### Wiring by layer, run 1

Two of the layers only.
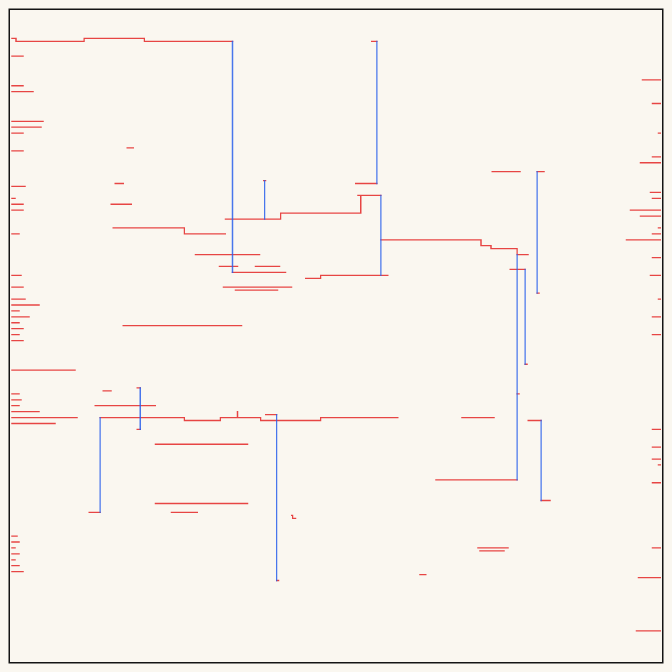
### Sequential cells grouped by signal name, run 1

Other sequential cells in the stronger grey, the rest of the logic in the fainter grey.
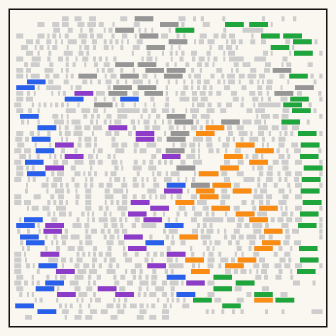
### Pin placement, run 1

Pins as bars across the die edge, other pins in grey.
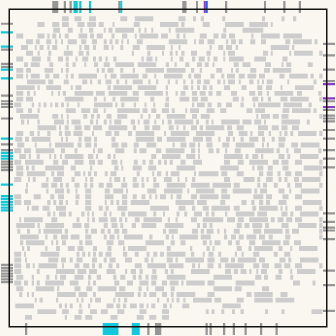
### src/rtl/xlr8_fdiv_iter.sv
//============================================================================
// xlr8_fdiv_iter : iterative restoring floating-point divider, RNE, FTZ
// Revision 1.0
//============================================================================
`default_nettype none

module xlr8_fdiv_iter #(
  parameter  int EXP_W  = 8,
  parameter  int FRAC_W = 23,
  localparam int DW     = 1 + EXP_W + FRAC_W,
  localparam int MANT_W = FRAC_W + 1,
  localparam int N      = MANT_W + 2,
  localparam int BIAS   = (1 << (EXP_W - 1)) - 1
) (
  input  logic          clk,
  input  logic          rst_n,
  input  logic          clken,
  input  logic          start,
  input  logic [DW-1:0] numer,
  input  logic [DW-1:0] denom,
  output logic          busy,
  output logic          done,
  output logic [DW-1:0] q_out,
  output logic [3:0]    flags
);

  localparam int EW = EXP_W + 2;
  localparam int CW = $clog2(N + 1);
  localparam logic signed [EW-1:0] E_MAX  = EW'((1 << EXP_W) - 1);
  localparam logic signed [EW-1:0] E_ONE  = EW'(1);
  localparam logic signed [EW-1:0] E_ZERO = '0;
  localparam logic [EW-1:0]        BIAS_E = EW'(BIAS);
  localparam logic [DW-1:0]        QNAN   = {1'b0, {(DW-1){1'b1}}};

  typedef enum logic [1:0] {IDLE = 2'd0, CALC = 2'd1, ROUND = 2'd2} state_t;

  state_t                  state;
  logic                    sign;
  logic signed [EW-1:0]    exp_r;
  logic [MANT_W:0]         rem;
  logic [MANT_W-1:0]       divisor;
  logic [N-1:0]            q;
  logic [CW-1:0]           cnt;
  logic                    special;
  logic [DW-1:0]           spec_q;
  logic [3:0]              spec_flags;

  logic [EXP_W-1:0]  en, ed;
  logic [FRAC_W-1:0] fn, fd;
  logic              in_sign;
  logic              n_zero, n_inf, n_nan, d_zero, d_inf, d_nan;

  assign en      = numer[DW-2:FRAC_W];
  assign ed      = denom[DW-2:FRAC_W];
  assign fn      = numer[FRAC_W-1:0];
  assign fd      = denom[FRAC_W-1:0];
  assign in_sign = numer[DW-1] ^ denom[DW-1];
  assign n_zero  = (en == '0);
  assign d_zero  = (ed == '0);
  assign n_inf   = (&en) & ~(|fn);
  assign d_inf   = (&ed) & ~(|fd);
  assign n_nan   = (&en) & (|fn);
  assign d_nan   = (&ed) & (|fd);

  logic          cap_special;
  logic [DW-1:0] cap_q;
  logic [3:0]    cap_flags;

  always_comb begin
    cap_special = 1'b1;
    cap_q       = '0;
    cap_flags   = '0;
    if (n_nan | d_nan | (n_zero & d_zero) | (n_inf & d_inf)) begin
      cap_q     = QNAN;
      cap_flags = 4'b1000;
    end else if (n_inf | d_zero) begin
      cap_q     = {in_sign, {EXP_W{1'b1}}, {FRAC_W{1'b0}}};
      cap_flags = {1'b0, d_zero & ~n_inf, 2'b00};
    end else if (n_zero | d_inf) begin
      cap_q     = {in_sign, {(DW-1){1'b0}}};
    end else begin
      cap_special = 1'b0;
    end
  end

  // Restoring step; the partial remainder is always below 2*divisor.
  logic                brw;
  logic [MANT_W-1:0]   diff;
  logic [MANT_W:0]     rem_nxt;

  assign brw     = (rem < {1'b0, divisor});
  assign diff    = rem[MANT_W-1:0] - divisor;
  assign rem_nxt = brw ? {rem[MANT_W-1:0], 1'b0} : {diff, 1'b0};

  logic [FRAC_W-1:0]    frac;
  logic [FRAC_W:0]      frac_inc;
  logic                 g, s;
  logic signed [EW-1:0] e_n;
  logic [DW-1:0]        res_q;
  logic [3:0]           res_flags;

  // The hidden bit is always 1 after normalisation, so a fraction carry means 2.0.
  always_comb begin
    frac = q[N-3:1];
    g    = q[0];
    s    = |rem;
    e_n  = exp_r - E_ONE;
    if (q[N-1]) begin
      frac = q[N-2:2];
      g    = q[1];
      s    = q[0] | (|rem);
      e_n  = exp_r;
    end
    frac_inc = {1'b0, frac} + {{FRAC_W{1'b0}}, g & (s | frac[0])};
    if (frac_inc[FRAC_W]) e_n = e_n + E_ONE;
    res_q     = {sign, e_n[EXP_W-1:0], frac_inc[FRAC_W-1:0]};
    res_flags = '0;
    if (e_n >= E_MAX) begin
      res_q     = {sign, {EXP_W{1'b1}}, {FRAC_W{1'b0}}};
      res_flags = 4'b0010;
    end else if (e_n <= E_ZERO) begin
      res_q     = {sign, {(DW-1){1'b0}}};
      res_flags = 4'b0001;
    end
    if (special) begin
      res_q     = spec_q;
      res_flags = spec_flags;
    end
  end

  always_ff @(posedge clk or negedge rst_n) begin
    if (!rst_n) begin
      state      <= IDLE;
      busy       <= 1'b0;
      done       <= 1'b0;
      q_out      <= '0;
      flags      <= '0;
      sign       <= 1'b0;
      exp_r      <= '0;
      rem        <= '0;
      divisor    <= '0;
      q          <= '0;
      cnt        <= '0;
      special    <= 1'b0;
      spec_q     <= '0;
      spec_flags <= '0;
    end else if (clken) begin
      done <= 1'b0;
      unique case (state)
        IDLE: begin
          if (start) begin
            sign       <= in_sign;
            exp_r      <= $signed({2'b00, en} - {2'b00, ed} + BIAS_E);
            rem        <= {2'b01, fn};
            divisor    <= {1'b1, fd};
            q          <= '0;
            cnt        <= CW'(N);
            special    <= cap_special;
            spec_q     <= cap_q;
            spec_flags <= cap_flags;
            busy       <= 1'b1;
            state      <= CALC;
          end
        end
        CALC: begin
          rem <= rem_nxt;
          q   <= {q[N-2:0], ~brw};
          cnt <= cnt - CW'(1);
          if (cnt == CW'(1)) state <= ROUND;
        end
        ROUND: begin
          q_out <= res_q;
          flags <= res_flags;
          done  <= 1'b1;
          busy  <= 1'b0;
          state <= IDLE;
        end
        default: state <= IDLE;
      endcase
    end
  end

endmodule

`default_nettype wire
### config.mk
export PLATFORM = sky130hd
export DESIGN_NAME = xlr8_fdiv_iter
export DESIGN_NICKNAME = d
export VERILOG_FILES = /design/src/rtl/xlr8_fdiv_iter.sv
export SDC_FILE = /design/constraint.sdc
export NUM_CORES = 1
export LEC_CHECK = 0
export CELL_PAD_IN_SITES_DETAIL_PLACEMENT = 1
export CELL_PAD_IN_SITES_GLOBAL_PLACEMENT = 1
export CORE_UTILIZATION = 42
export CTS_BUF_LIST = sky130_fd_sc_hd__clkbuf_8
export DETAILED_ROUTE_END_ITERATION = 10
export PLACE_DENSITY_LB_ADDON = 0.1
export SETUP_SLACK_MARGIN = 0.1
export SLEW_MARGIN = 40
export SYNTH_ARGS = -nofsm -noshare
export SYNTH_HDL_FRONTEND = slang
export SYNTH_SLANG_ARGS = --single-unit
### constraint.sdc
create_clock -name clk -period 4.78 [get_ports clk]
set_input_delay 1.195 -clock clk [delete_from_list [all_inputs] [get_ports clk]]
set_output_delay 1.195 -clock clk [all_outputs]
set_load 0.1 [all_outputs]
==> out/notes.md, run 1 <==
* Post-Syn Nets: 1148
* worst setup slack after layout: 918 ps
* final cell utilization of the core: 50.2%
* critical-path cell with the highest stage delay: dfrtp_2
* post-CTS clock slew at the launch and capture registers of the worst setup and hold paths: 80 ps
* worst path cell trace: nand2_1, a2111oi_4, buf_4, nand4_2, nor3_2, or4b_1, o21ai_1, a211oi_4, buf_4, a221o_1
* largest incremental delay on the critical path: 760 ps
* 1st-pass router iterations: 4
* mux frac, synth: 3.70%
* share of cells above drive strength 1: 11.1%
* Max Root-Sink Buffers: 2
* number of setup buffers added after CTS: 0
* overall routing resource usage: 24.9%
* Synth Flop Type: dfrtp_1
* proportion of synthesized chip area in sequential cells: 37.2%
* IO Count: 106
* total half-perimeter wirelength after legalization and detailed placement: 19.4 mm
* top cell type's share of synthesized area: 37.2%
* width of the chip: 150 µm
* tightest slew margin relative to the limit: 48.0%
* CTS tree: built
* Worst Tran Pin Value: 773 ps
* power per cell area: 682 nW/µm²
* required time at the endpoint of the critical path: 5130 ps
* share of synthesized registers carrying an async set or reset: 100%
* run status: complete, no violations
* Registers, synthesis: 136
* clock period minus final worst setup slack: 3860 ps
* post-synthesis compound-gate area fraction: 22.3%
* Yosys warning total: 0
* routed length on met3: 676 µm
* length of routed met2 wiring: 12.6 mm
* share of total power in the clock network: 13.6%
* largest net degree at the start of global routing: 96
* number of violations of the max-capacitance limit: 0
* total detailed-routing wirelength: 26.2 mm
* Hold Path Class: register to register
* critical path data arrival time: 4220 ps
* quantity of gates resized following cts: 0
* Core Area: 21200 µm²
* endpoint class of the critical path: register
* Post-DRT Antenna Nets: 0
* row count: 53
* total vias in the final route: 8055
* xor and xnor area share after synthesis: 6.89%
* most prevalent standard cell on the critical path: buf_4
* CTS H-Tree Depth: 4
Back to the opening pictures, 'Wiring by layer':
Blue stands for met4, wire length 302 µm. Red stands for met3, wire length 676 µm.

Back to the opening pictures, 'Sequential cells grouped by signal name':
Green stands for q_out, sequential cells 32. Orange stands for q, sequential cells 26. Blue stands for divisor, sequential cells 24. Purple stands for rem, sequential cells 25.
Another 29 sequential cells are not coloured.

Back to the opening pictures, 'Pin placement':
Blue stands for clken, pins 1, direction input, edge top. Cyan stands for numer, pins 32, direction input, edge 15 left, 12 bottom, 5 top. Purple stands for flags, pins 4, direction output, edge 3 right, 1 top.
All pins by edge: 37 left, 25 right, 24 bottom, 20 top.

-- run 1: path summary, 6_finish.rpt --
check,start,endpoint,slack (ps),cells past startpoint
max,q[25],q_out[2],920,10
min,divisor[23],divisor[23],450,2
max reg2reg,q[25],q_out[2],920,10
min reg2reg,divisor[23],divisor[23],450,2
max in group asynchronous,rst_n,done,3250,2
min in group asynchronous,rst_n,q_out[9],750,1
-- run 1: routing by layer --
metal | up-vias | track usage (%)
li1 | 3933 | -
met1 | 3964 | 33.2
met2 | 134 | 42.0
met3 | 24 | 4.30
met4 | 0 | 5.36
met5 | - | 0
-- run 1: kinds of logic after synthesis --
family	after synthesis
fa+ha+maj	40
flops	136
buf+inv	117
simple gates	351
compound gates	291
xor+xnor	72
mux	33
-- run 1: power groups by stage --
stage	sequential [mW]	clock [mW]	combinational (mW)
after global placement	2.07	0	4.09
after CTS	2.07	1.02	4.22
after global routing	2.14	1.07	4.67
after floorplan	2.01	0	3.18
after detailed placement	2.09	0	4.18
final	2.08	0.991	4.20
-- run 1: worst max-delay path, delay by kind of cell, from the launching register on --
family / cells / cell delay [ps]
and+or+nand+nor: 4 / 1210
buffers and inverters: 2 / 470
DFF: 1 / 760
AOI/OAI and AO/OA: 4 / 1290
-- run 1: registers in the layout (all words and copies together) (netlist names), 2 cells and up --
name	cells
cnt	5
divisor	24
exp_r	10
flags	4
q	26
q_out	32
rem	25
spec_q	3
state	2
-- run 1: stage by stage --
| step | cell area (µm²) | cells | power (mW) |
|---|---|---|---|
| 2_1_floorplan | 9160 | 1040 | 5.19 |
| 3_3_place_gp | 10400 | 1374 | 6.16 |
| 3_5_place_dp | 10300 | 1375 | 6.27 |
| 4_1_cts | 10700 | 1407 | 7.31 |
| 5_1_grt | 10700 | 1407 | 7.88 |
| 6_report | 10700 | 1407 | 7.27 |
-- run 1: Yosys cell counts, types with 10 or more instances --
cell and instances:
mux2i_1 26, and3_1 12, a221o_1 24, a22oi_1 10
nand4_1 13, ha_1 38, a22o_1 28, a21o_1 11
dfrtp_1 136, o22ai_1 11, xnor2_1 42, xor2_1 30
nor3_1 25, clkbuf_1 51, nand3_1 27, inv_1 52
a21oi_1 46, o21ai_0 80, nor4_1 21, nor2_1 66
nand2_1 125
-- run 1: area by class of cell --
class,count,area (µm²),share of cell area (%)
clock buffers,19,262,2.45
clock inverters,13,141,1.33
inverters,52,195,1.83
multi-input cells,787,5280,49.6
flip-flops and latches,136,3400,31.9
well taps,275,344,3.23
repair buffers,125,1030,9.65
==> run 2, diff against run 1 <==
- clock period: 4.78 -> 3.8 ns (I/O delays scaled with it)
### Pin placement, run 2

Pins as bars across the die edge, other pins in grey.
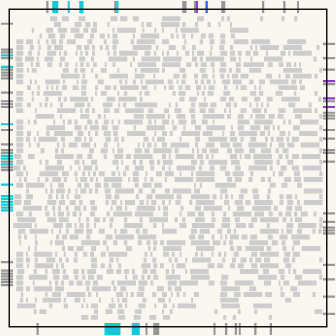
Cyan stands for numer, pins 32, direction input, edge 13 left, 12 bottom, 7 top. Purple stands for flags, pins 4, direction output, edge 3 right, 1 top. Blue stands for clken, pins 1, direction input, edge top.
All pins by edge: 39 left, 25 right, 23 bottom, 19 top.

### Routing congestion, run 2

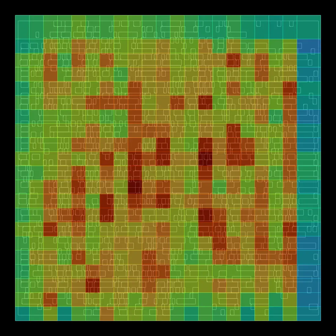
GR Util met2: 42.5%
wire length per cell: 18.5 µm
GR met1 Demand/Resource: 33.0%

==> out/notes.md, run 2 <==
* Post-Syn Nets: 1148, unchanged
* Synth Flop Type: dfrtp_1
* P_leak: 4.77 nW
* post-synth tally of flip-flops with integrated enable: 0
* Num CTS Buffers: 17
* post-CTS clock slew at the launch and capture registers of the worst setup and hold paths: 90 ps, about the same
* cell type with the largest total area: dfrtp_1
* startpoint of the worst register-to-register path: q[25]
* number of flip-flops in the largest register: 32, unchanged
* Clk Tree Root Cell: clkbuf_8
* largest vdd supply drop: 0.466 mV
* main area contributors after synthesis: dfrtp_1 (37%), ha_1 (5.2%), nand2_1 (5.1%)
* Post-DRT Antenna Nets: 0, unchanged
* Port Buffer Count: 105
* overall overflow remaining after global route: 0
* mux frac, synth: 3.70%, unchanged
* synthesized area per cell: 8.80 µm²
* comb area leader: AND-OR/OR-AND gates
* Adder Share, Synth: 5.63%
* post-route DRC violation count: 0
* worst setup slack after layout: 315 ps, -603 ps
* CTS tree: built
* xor and xnor area share after synthesis: 6.89%, unchanged
* global placement routability congestion: 0.889
* # clock sinks: 136
* post-route cell area: 10800 µm², +1.3%
* Yosys warning total: 0, unchanged
* Final Net Count: 1244
* quantity of gates resized following cts: 0, unchanged
* 1st-pass router iterations: 4, unchanged
* total half-perimeter wirelength after legalization and detailed placement: 19.9 mm, +2.3%
* IO Count: 106, unchanged
* number of antenna violations at the first check in global routing: 0
* row count: 53, unchanged
* share of synthesized registers carrying an async set or reset: 100%, unchanged
* required time at the endpoint of the critical path: 4140 ps, -990 ps
* die y size: 150 µm
* tightest slew margin relative to the limit: 44.6%, -3.5 points
* most repeated cell in the gate-level netlist after synthesis: dfrtp_1
* Design Power: 9.25 mW, +27%
* total vias in the final route: 8246, +2.4%
* cell count in the Yosys report: 1040
* Registers, synthesis: 136, unchanged
* post-synthesis compound-gate area fraction: 22.3%, unchanged
* critical path data arrival time: 3820 ps, -400 ps
* Hold Path Class: register to register
* CTS H-Tree Depth: 4, unchanged
* power per cell area: 857 nW/µm², +26%
* CP Launch Point: q[25]
* Min-Delay Path Depth: 2, unchanged
* area share of and/or/nand/nor cells after synthesis: 19.0%
* Core Area: 21200 µm², unchanged
* endpoint class of the critical path: register
* width of the chip: 150 µm, unchanged
* total detailed-routing wirelength: 26.3 mm, +0.55%
* number of global-route vias before repair: 8447
* number of DRC markers after the initial detailed-route iteration: 272
* proportion of synthesized chip area in sequential cells: 37.2%, unchanged
* Placement Setup Slack: 122 ps
* clock period minus final worst setup slack: 3480 ps, -377 ps
* number of setup buffers added after CTS: 0, unchanged
* overall routing resource usage: 24.8%, -0.097 points
* cts hold-fix bufs: 0
* top cell type's share of synthesized area: 37.2%, unchanged
* number of unique standard cell types used by synthesis: 73
* Worst Reg-to-Reg Cells: 9, -1
* Chip Footprint: 22400 µm²
* setup repair after global routing missed its margin: false
* Placed Area: 10400 µm², +1.2%
* Worst Tran Pin Value: 830 ps, +57.1 ps
* largest net degree at the start of global routing: 71, -26%
* list of most frequent post-synthesis cells: dfrtp_1 (136), nand2_1 (125), o21ai_0 (80)
* Top Layout Cells: dfrtp_1 (135), nand2_1 (125), o21ai_0 (80), clkdlybuf4s50_1 (66), nor2_1 (65)
* later-pin clock latency in the skew report: 460 ps
* tool warning count: 27
* run status: complete, no violations
* share of cells above drive strength 1: 12.4%, +1.2 points
* number of violations of the max-capacitance limit: 0, unchanged
* beginning of the worst hold path: divisor[23]
* Max Root-Sink Buffers: 2, unchanged
* Critical Path Start Type: register
* Pre-Place Util: 43.1%
* largest register by flop count: q_out
* largest registers ranked by flip-flop count: q_out (32), q (26), rem (25)
### Sequential cells grouped by signal name, run 2

Other sequential cells in the stronger grey, the rest of the logic in the fainter grey.
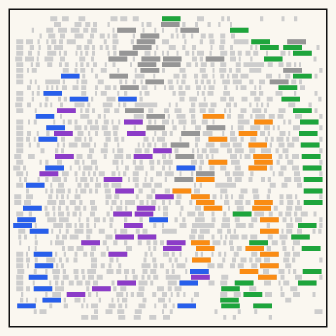
Purple stands for rem, sequential cells 25. Green stands for q_out, sequential cells 32. Orange stands for q, sequential cells 26. Blue stands for divisor, sequential cells 24.

-- run 2: cell type report --
| cell class | instances | area, µm² |
|---|---|---|
| fillers | 2548 | 10400 |
| multi-input cells | 787 | 5290 |
| flip-flops and latches | 136 | 3410 |
| repair buffers | 142 | 1150 |
| well taps | 275 | 344 |
| clock buffers | 18 | 248 |
| inverters | 52 | 195 |
| clock inverters | 14 | 158 |
-- run 2: stage by stage --
stage	cells	utilization, %
2_1_floorplan	1040	-
3_3_place_gp	1391	49.8
3_5_place_dp	1392	48.9
4_1_cts	1424	50.8
5_1_grt	1424	50.8
6_report	1424	50.8
-- run 2: cell families after synthesis --
family / after synthesis
and+or+nand+nor: 351
AOI/OAI and AO/OA: 291
DFF: 136
buffers and inverters: 117
xor gates and xnor gates: 72
adders and majority gates: 40
muxes: 33
-- run 2: power breakdown --
group	switching (mW)	internal, mW
clock	0.647	0.615
combinational	3.14	2.26
sequential	0.639	1.95
total	4.42	4.82
-- run 2: path summary, 6_finish.rpt --
path | slack [ps] | end
max in group asynchronous | 2470 | q_out[31]
max reg2reg | 320 | q_out[12]
min reg2reg | 450 | divisor[23]
min | 450 | divisor[23]
max | 320 | q_out[12]
min in group asynchronous | 480 | q_out[8]
-- run 2: worst max-delay path, stage by stage, from the launching register on --
cell and delay [ps]:
dfrtp_4 600, nand2b_1 250, a2111oi_4 460, nand4_2 260, nor3_4 280, or4b_1 470
o21ai_1 300, a211oi_4 190, buf_4 240, a221o_1 310
-- run 2: routing by layer --
metal	track usage (%)	wire length (µm)	vias to the layer above
met5	0	0	-
met4	5.77	273	0
met3	3.35	640	24
met2	42.5	12900	134
met1	33.0	12500	4105
li1	-	-	3983
==> run 3, diff against run 2 <==
- HOLD_SLACK_MARGIN: not set -> 0.12
### Wiring by layer, run 3

Two of the layers only.
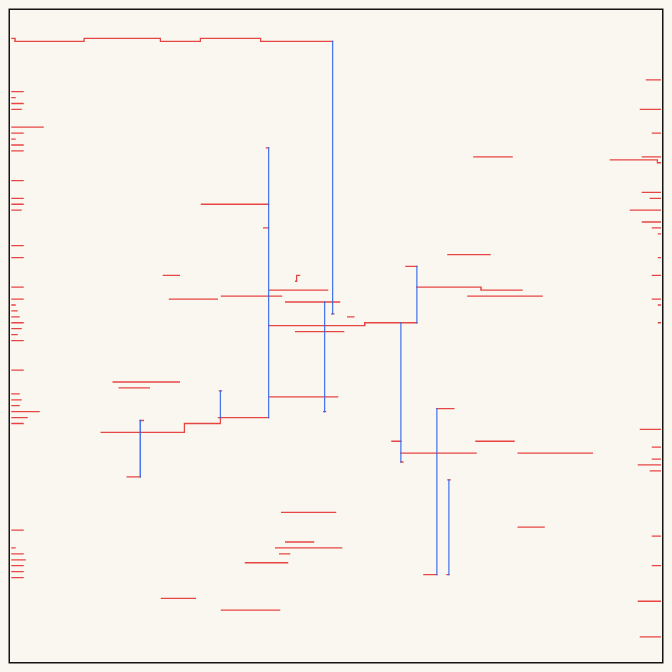
Red stands for met3, wire length 640 µm. Blue stands for met4, wire length 273 µm.

### Metal 3, run 3

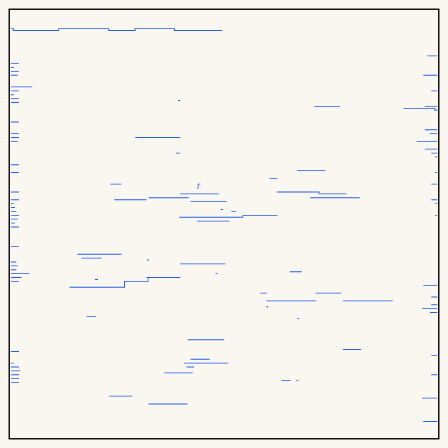
The layer holds 2.4% of the routed length. 88 nets have wire on it. The wires run mostly horizontal. The layer carries 640 µm of wire.

==> out/notes.md, run 3 <==
* run status: complete, no violations
* largest register by flop count: q_out
* Post-Syn Nets: 1148, unchanged
* Hold Path Class: register to register
* Core Area: 21200 µm², unchanged
* gate count of the mapped netlist: 1040
* Final Net Count: 1244, unchanged
* largest net degree at the start of global routing: 71, unchanged
* number of flip-flops in the largest register: 32, unchanged
* setup repair after global routing missed its margin: false
* cell type with the largest total area: dfrtp_1
* tightest slew margin relative to the limit: 44.6%, unchanged
* post-CTS clock slew at the launch and capture registers of the worst setup and hold paths: 90 ps, about the same
* later-pin clock latency in the skew report: 460 ps, about the same
* Chip Footprint: 22400 µm², unchanged
* cell count in the Yosys report: 1040, unchanged
* endpoint class of the critical path: register
* post-route met1 wirelength: 12.5 mm, unchanged
* CTS tree: built
* number of DRC markers after the initial detailed-route iteration: 272, unchanged
* setup clock skew after layout: 16.9 ps
* largest registers ranked by flip-flop count: q_out (32), q (26), rem (25)
* overall routing resource usage: 24.8%, unchanged
* Num CTS Buffers: 17, unchanged
* 1st-pass router iterations: 4, unchanged
* Port Buffer Count: 105, unchanged
* top cell type's share of synthesized area: 37.2%, unchanged
* critical path data arrival time: 3820 ps, about the same
* total detailed-routing wirelength: 26.3 mm, unchanged
* P_leak: 4.77 nW, unchanged
* list of most frequent post-synthesis cells: dfrtp_1 (136), nand2_1 (125), o21ai_0 (80)
* routed length on met3: 640 µm, unchanged
* die y size: 150 µm, unchanged
* post-synth tally of flip-flops with integrated enable: 0, unchanged
* row count: 53, unchanged
* number of global-route vias before repair: 8447, unchanged
* share of cells above drive strength 1: 12.4%, unchanged
* global placement routability congestion: 0.889, unchanged
* WHS: 455 ps
* main area contributors after synthesis: dfrtp_1 (37%), ha_1 (5.2%), nand2_1 (5.1%)
* wire length per cell: 18.5 µm, unchanged
* Critical Path Start Type: register
* cell family contributing the most delay on the critical path: simple AND/OR/NAND/NOR gates
* Clk Tree Root Cell: clkbuf_8
* Yosys warning total: 0, unchanged
* Bufs and invs on worst path: 1, unchanged
* Top Layout Cells: dfrtp_1 (135), nand2_1 (125), o21ai_0 (80), clkdlybuf4s50_1 (66), nor2_1 (65)
* power per cell area: 857 nW/µm², unchanged
* length of routed met2 wiring: 12.9 mm, unchanged
* synthesized area per cell: 8.80 µm², unchanged
* worst path cell trace: nand2b_1, a2111oi_4, nand4_2, nor3_4, or4b_1, o21ai_1, a211oi_4, buf_4, a221o_1
* Registers, synthesis: 136, unchanged
* post-route DRC violation count: 0, unchanged
* Post-DRT Antenna Nets: 0, unchanged
* overall overflow remaining after global route: 0, unchanged
* # clock sinks: 136, unchanged
* CTS H-Tree Depth: 4, unchanged
* Register-to-Register Setup Slack: 320 ps, about the same
* clock period minus final worst setup slack: 3480 ps, unchanged
* Max Freq: 287 MHz
* Worst Tran Pin Value: 830 ps, unchanged
* critical-path cell with the highest stage delay: dfrtp_4
* antenna diode count: 0
* share of synthesized registers carrying an async set or reset: 100%, unchanged
* largest vdd supply drop: 0.466 mV, unchanged
* total half-perimeter wirelength after legalization and detailed placement: 19.9 mm, unchanged
* critical path fanouts, max: 18
* tool warning count: 27, unchanged
* width of the chip: 150 µm, unchanged
* proportion of synthesized chip area in sequential cells: 37.2%, unchanged
* total vias in the final route: 8246, unchanged
* Pre-Place Util: 43.1%, unchanged
* number of unique standard cell types used by synthesis: 73, unchanged
* Synth Flop Type: dfrtp_1
* number of violations of the max-capacitance limit: 0, unchanged
* Post-Syn Area: 9160 µm²
* Max Root-Sink Buffers: 2, unchanged
* IO Count: 106, unchanged
* largest incremental delay on the critical path: 600 ps, about the same
* most repeated cell in the gate-level netlist after synthesis: dfrtp_1
* number of setup buffers added after CTS: 0, unchanged
* required time at the endpoint of the critical path: 4140 ps, about the same
* number of antenna violations at the first check in global routing: 0, unchanged
* uppermost metal layer occupied by signal nets: met4
* worst setup slack after layout: 315 ps, unchanged
* Placement Setup Slack: 122 ps, unchanged
### Routing congestion, run 3

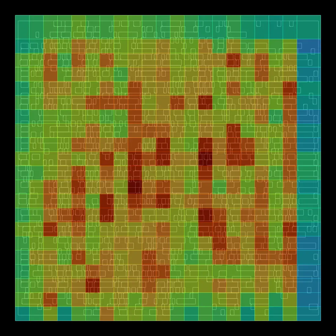
final cell utilization of the core: 50.8%
busiest layer in global routing: met2
met3 track utilization from global routing: 3.35%

run 3: area by class of cell:
cell class              count  area (µm²)
flip-flops and latches    136        3410
repair buffers            142        1150
multi-input cells         787        5290
clock buffers              18         248
inverters                  52         195
well taps                 275         344
fillers                  2548       10400
clock inverters            14         158
run 3: worst register-to-register path, cell delays in order (launching register included):
cell       delay (ps)
dfrtp_4           600
nand2b_1          250
a2111oi_4         460
nand4_2           270
nor3_4            280
or4b_1            470
o21ai_1           300
a211oi_4          190
buf_4             240
a221o_1           310
run 3: metrics by stage:
stage                     total power [mW]  cell area [µm²]  utilization (%)  std cells
after floorplan                       6.53             9160                -       1040
after global placement                7.81            10600             49.8       1391
after detailed placement              7.96            10400             48.9       1392
after CTS                             9.26            10800             50.8       1424
after global routing                  9.98            10800             50.8       1424
final                                 9.25            10800             50.8       1424
run 3: path summary, 6_finish.rpt:
| check | start | endpoint | cells after the start |
|---|---|---|---|
| worst max-delay path | q[25] | q_out[12] | 9 |
| worst min-delay path | divisor[23] | divisor[23] | 2 |
| worst max register to register | q[25] | q_out[12] | 9 |
| worst min register to register | divisor[23] | divisor[23] | 2 |
| max in group asynchronous | rst_n | q_out[31] | 2 |
| min in group asynchronous | rst_n | q_out[8] | 1 |
run 3: where the power goes:
group          switching (mW)  leakage, nW  internal [mW]
Combinational            3.14         2.84           2.26
Clock                   0.647        0.198          0.615
Sequential              0.639         1.73           1.95
Total                    4.42         4.77           4.82
run 3: what timing repair did:
action | CTS | global route
gates resized | 0 | 2
endpoints found under the setup margin | 0 | 13
hold endpoints to repair | 0 | 0
hold buffers | 0 | 0
run 3: logic make-up (layout without fill, tap and decap cells):
kind of cell,after synthesis,count (layout),synth area share (%)
flip-flops,136,136,37.2
adder cells (fa/ha/maj),40,40,5.63
multiplexers,33,33,3.70
AND-OR/OR-AND,291,291,22.3
AND/OR/NAND/NOR,351,351,19.0
buffers and inverters,117,226,5.34
XOR/XNOR,72,72,6.89
run 3: layer usage:
| metal | GRT usage (%) | vias to the layer above |
|---|---|---|
| met5 | 0 | - |
| li1 | - | 3983 |
| met3 | 3.35 | 24 |
| met1 | 33.0 | 4105 |
| met2 | 42.5 | 134 |
| met4 | 5.77 | 0 |
Power is estimated from default activity; no workload was simulated.
